`src/rtl/rf_pkg.sv`:
```
// Shared constants and helpers for the multi-port integer register file.
package rf_pkg;

  localparam int unsigned XLEN_DEF  = 32;
  localparam int unsigned NREGS_DEF = 32;
  localparam int unsigned ZERO_REG  = 0;

  // Address width for a register count; at least one bit so ports stay legal.
  function automatic int unsigned rf_aw(input int unsigned nregs);
    return (nregs > 1) ? unsigned'($clog2(nregs)) : 1;
  endfunction

endpackage

```
`src/rtl/rf_scoreboard.sv`:
```
// Per-register pending-write scoreboard; issue sets, writeback clears, set wins.
module rf_scoreboard
  import rf_pkg::*;
#(
  parameter int unsigned NREGS = NREGS_DEF,
  parameter int unsigned AW    = rf_aw(NREGS)
) (
  input  logic             clk,
  input  logic             rst_n,
  input  logic             we0,
  input  logic [AW-1:0]    wa0,
  input  logic             we1,
  input  logic [AW-1:0]    wa1,
  input  logic             iss_en,
  input  logic [AW-1:0]    iss_addr,
  output logic [NREGS-1:0] sb,
  output logic             any_busy
);

  logic [NREGS-1:0] sb_q;
  logic [NREGS-1:0] sb_nxt;

  // Clears first so a same-cycle issue to the same register overrides them.
  always_comb begin
    sb_nxt = sb_q;
    if (we0) sb_nxt[wa0] = 1'b0;
    if (we1) sb_nxt[wa1] = 1'b0;
    if (iss_en) sb_nxt[iss_addr] = 1'b1;
    sb_nxt[ZERO_REG] = 1'b0;
  end

  always_ff @(posedge clk or negedge rst_n) begin
    if (!rst_n) sb_q <= '0;
    else        sb_q <= sb_nxt;
  end

  assign sb       = sb_q;
  assign any_busy = |sb_q;

endmodule

```
`src/rtl/register_file_mp.sv`:
```
// Multi-port RV32 integer register file: NREAD read ports, two write ports,
// optional same-cycle write-to-read bypass and a pending-write scoreboard.
module register_file_mp
  import rf_pkg::*;
#(
  parameter int unsigned XLEN   = XLEN_DEF,
  parameter int unsigned NREGS  = NREGS_DEF,
  parameter int unsigned NREAD  = 2,
  parameter int unsigned BYPASS = 1,
  localparam int unsigned AW    = rf_aw(NREGS)
) (
  input  logic                  clk,
  input  logic                  rst_n,
  input  logic [NREAD*AW-1:0]   ra,
  output logic [NREAD*XLEN-1:0] rd,
  output logic [NREAD-1:0]      rd_busy,
  input  logic                  we0,
  input  logic                  we1,
  input  logic [AW-1:0]         wa0,
  input  logic [AW-1:0]         wa1,
  input  logic [XLEN-1:0]       wd0,
  input  logic [XLEN-1:0]       wd1,
  input  logic                  iss_en,
  input  logic [AW-1:0]         iss_addr,
  output logic                  any_busy
);

  logic [XLEN-1:0]  regs [NREGS];
  logic [NREGS-1:0] sb;
  logic             wr0_c;
  logic             wr1_c;
  logic             iss_c;
  logic [AW-1:0]    ra_a   [NREAD];
  logic [XLEN-1:0]  rd_v   [NREAD];
  logic             wr_hit [NREAD];

  assign wr0_c = we0 && (wa0 != AW'(ZERO_REG));
  assign wr1_c = we1 && (wa1 != AW'(ZERO_REG));
  assign iss_c = iss_en && (iss_addr != AW'(ZERO_REG));

  // Port 1 is applied last so it wins an address collision.
  always_ff @(posedge clk or negedge rst_n) begin
    if (!rst_n) begin
      for (int r = 0; r < int'(NREGS); r++) regs[r] <= '0;
    end else begin
      if (wr0_c) regs[wa0] <= wd0;
      if (wr1_c) regs[wa1] <= wd1;
    end
  end

  rf_scoreboard #(.NREGS(NREGS), .AW(AW)) u_sb (
    .clk      (clk),
    .rst_n    (rst_n),
    .we0      (wr0_c),
    .wa0      (wa0),
    .we1      (wr1_c),
    .wa1      (wa1),
    .iss_en   (iss_c),
    .iss_addr (iss_addr),
    .sb       (sb),
    .any_busy (any_busy)
  );

  // Read/bypass mux; reset also blanks bypassed data so outputs are 0 while held.
  always_comb begin
    rd      = '0;
    rd_busy = '0;
    for (int i = 0; i < int'(NREAD); i++) begin
      ra_a[i]   = ra[i*AW +: AW];
      rd_v[i]   = regs[ra_a[i]];
      wr_hit[i] = 1'b0;
      if (BYPASS != 0) begin
        if (wr0_c && (wa0 == ra_a[i])) begin
          rd_v[i]   = wd0;
          wr_hit[i] = 1'b1;
        end
        if (wr1_c && (wa1 == ra_a[i])) begin
          rd_v[i]   = wd1;
          wr_hit[i] = 1'b1;
        end
      end
      if ((ra_a[i] == AW'(ZERO_REG)) || !rst_n) begin
        rd_v[i]   = '0;
        wr_hit[i] = 1'b0;
      end
      rd[i*XLEN +: XLEN] = rd_v[i];
      rd_busy[i]         = sb[ra_a[i]] && !wr_hit[i] && (ra_a[i] != AW'(ZERO_REG));
    end
  end

endmodule
```
`config.mk`:
```
export PLATFORM = sky130hd
export DESIGN_NAME = register_file_mp
export DESIGN_NICKNAME = d
export VERILOG_FILES = /design/src/rtl/rf_pkg.sv /design/src/rtl/rf_scoreboard.sv /design/src/rtl/register_file_mp.sv
export SDC_FILE = /design/constraint.sdc
export NUM_CORES = 2
export LEC_CHECK = 0
export CORE_UTILIZATION = 45
export DETAILED_ROUTE_END_ITERATION = 16
export PLACE_DENSITY_LB_ADDON = 0.08
export RECOVER_POWER = 100
export SYNTH_ARGS = -nofsm -noshare
export SYNTH_HDL_FRONTEND = slang
export SYNTH_SLANG_ARGS = --single-unit
export TNS_END_PERCENT = 10
```
`constraint.sdc`:
```
create_clock -name clk -period 2.6 [get_ports clk]
set_input_delay 0.39 -clock clk [delete_from_list [all_inputs] [get_ports clk]]
set_output_delay 0.39 -clock clk [all_outputs]
set_load 0.005 [all_outputs]
```
==> run summary <==
Item: results of the latest flow run.

- Summed over all combinational cells, the power is 19000 uW.
- The most frequent cell after synthesis is sky130_fd_sc_hd__dfrtp_1.
- The checks that failed: max-capacitance violations, max-slew violations, negative setup slack.
- The post-route DRC violation count is 0.
- The cell seen most often among critical-path stages is sky130_fd_sc_hd__clkbuf_1.
- The first-pass iteration count of the detailed router is 8.
- For reference, the top cells by count after synthesis are sky130_fd_sc_hd__dfrtp_1 (1055), sky130_fd_sc_hd__mux2i_1 (1052), sky130_fd_sc_hd__nand2_1 (662).
- The run finished, with violations left.
- In the post-synthesis netlist, the biggest area contributors are sky130_fd_sc_hd__dfrtp_1 (39%), sky130_fd_sc_hd__mux4_2 (17%), sky130_fd_sc_hd__mux2i_1 (16%).
- The total count of hold-check failures in the final report is 0.
- Dividing total power by cell area gives a power density of 726 nW/um^2.
- The worst path in the final design needs a cycle of 3.35 ns, including I/O delays and setup.
- met1 track demand over resource after global routing is 0.576.
- The area reported by Yosys stat is around 67000 sq um.
- The number of global-route vias before repair is a little under 60000.
- The number of flip-flops in the largest register is 1024.
- The largest individual stage delay along the critical path comes from the cell sky130_fd_sc_hd__dlygate4sd3_1.
- The initial cell density of the core is 0.454.
- Per the synth stats, the flop cell with the highest instance count is sky130_fd_sc_hd__dfrtp_1.
- The number of standard cells after synthesis is approximately 6500.
- The number of levels the H-tree was split into is 4.
- The final design was reported to hold multi-input combinational gates totalling ~4600.
- The script logs the ratio of routed vias to standard cells as between 6 and 7.
- The final antenna diode tally reported by the flow is 1.
- Counting buffers and inverters, the worst setup path is 8 cells deep.
- The worst setup path is captured at a primary output.
- IR analysis of the VDD net gives a maximum drop of around 0.00053 V.
- Yosys printed 0 warnings.
- For the clock group, total power comes out at 18900 uW.
- During I/O placement, the number of pins put on the boundary was around 160.
- The largest cell class by area is multi-input combinational cells.
- The maximum number of pins on one net before global-route repair is 145.
- The capture point of the critical path was reported as rd[51].
- The register cell area after layout is 26400 sq um.
- The count of buffer and inverter cells on the critical path is 6.
- In the per-layer breakdown of the detailed-route log, met1 shows 125000 um.
- The class of the tightest hold or removal check is in2reg.
- The mux contribution to synthesized area is 0.338.
- Of the total synthesized cell area, the portion taken by full adders, half adders and majority gates is 0.
- Per the OpenROAD floorplan log, the width of the die is 388 um.
- The fraction of registers with async set/reset is 1.00.
- Looking at the critical path, the highest net fanout was 27.
- The number of violations reported at the end of detailed-routing iteration 0 is 8557.
- The number of nets with antenna violations after detailed routing is 0.
- The wire length of the first global-routing pass is approximately 450000 um.
- Max-slew check failures listed in the final report amount to 24.
- The setup TNS is -104.85 ns.
- Endpoints with negative setup slack in the final report add up to 551.
- The launch point of the worst reg-to-reg path is regs[327].
- The worst setup slack after layout is -0.745 ns.
- After synthesis the netlist holds a flip-flop and latch count of between 1000 and 1500.
- The share of power burned in registers is 0.386.
- The number of maximum-capacitance constraint violations is 2.
- Ranking logic cells in the layout by count gives the top entries sky130_fd_sc_hd__dfrtp_1 (1055), sky130_fd_sc_hd__mux2i_1 (1045), sky130_fd_sc_hd__buf_4 (863), sky130_fd_sc_hd__nand2_1 (635), sky130_fd_sc_hd__a21oi_1 (633).
- The total power after layout is between 60000 and 70000 uW.
- The cell area after synthesis is 67200 sq um.
- The post-CTS setup buffer count is ~47.
- The reg-to-reg endpoint is regs[327].
- Port buffering added 160 buffers.
- The count of vias placed by the detailed router is 61101.
- The number of ordinary inverters in the final layout is 13.
- In the hold report, the worst path ends at regs[713].
- The total leakage power is 0.0375 uW.
- The worst register-to-register path depth is 4.
- Switching power as a fraction of the total was reported as 0.316.
- The biggest power consumer among the groups is registers.
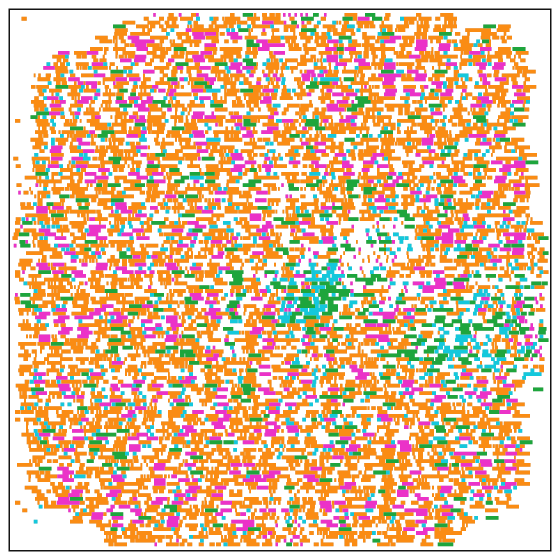
(images/drive_strength.png)
legend:
  orange:
    size: drive 1 or less
    cells: 5082
    share: 70%
  magenta:
    size: drive 2
    cells: 804
    share: 11%
  cyan:
    size: drive 3 to 4
    cells: 973
    share: 13%
  green:
    size: drive 6 and up
    cells: 447
    share: 6.1%

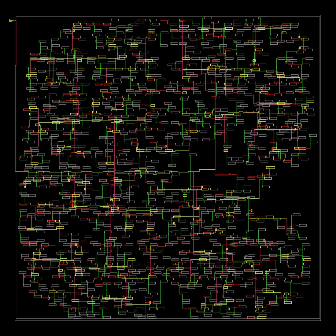
(images/final_clocks.png)
Skew-Pair Late Insertion Delay: 0.79 ns
Worst Skew: 0 ns
clk sinks: 1055
Inserted Clock Buffers: 133
flop count: 1055

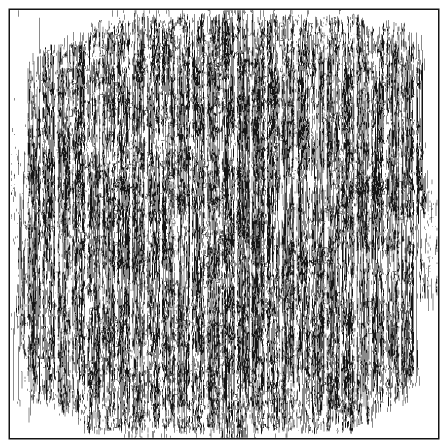
(images/met2.png)
share of all routed wire: 42%
main direction: vertical
nets with wire on the layer: 5765
longest straight run: 152 um

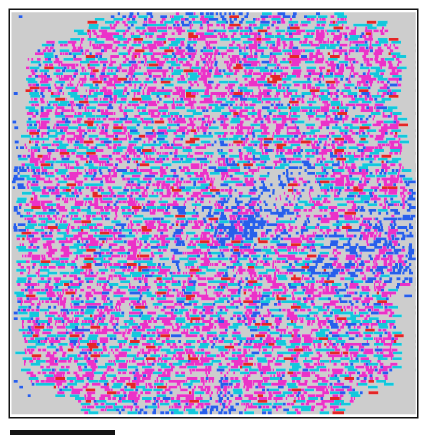
(images/cell_classes.png)
The bar under the picture is 100 um long. Fill, decap, tap and diode cells in gray.
legend:
  red:
    class: clock drivers and dummy loads
    cells: 233
    share_of_their_area: 5.2%
  cyan:
    class: flops
    cells: 1055
    share_of_their_area: 32%
  blue:
    class: other buffers and delay cells
    cells: 1395
    share_of_their_area: 16%
  magenta:
    class: all other logic
    cells: 4623
    share_of_their_area: 47%

Power is estimated from default activity; no workload was simulated.
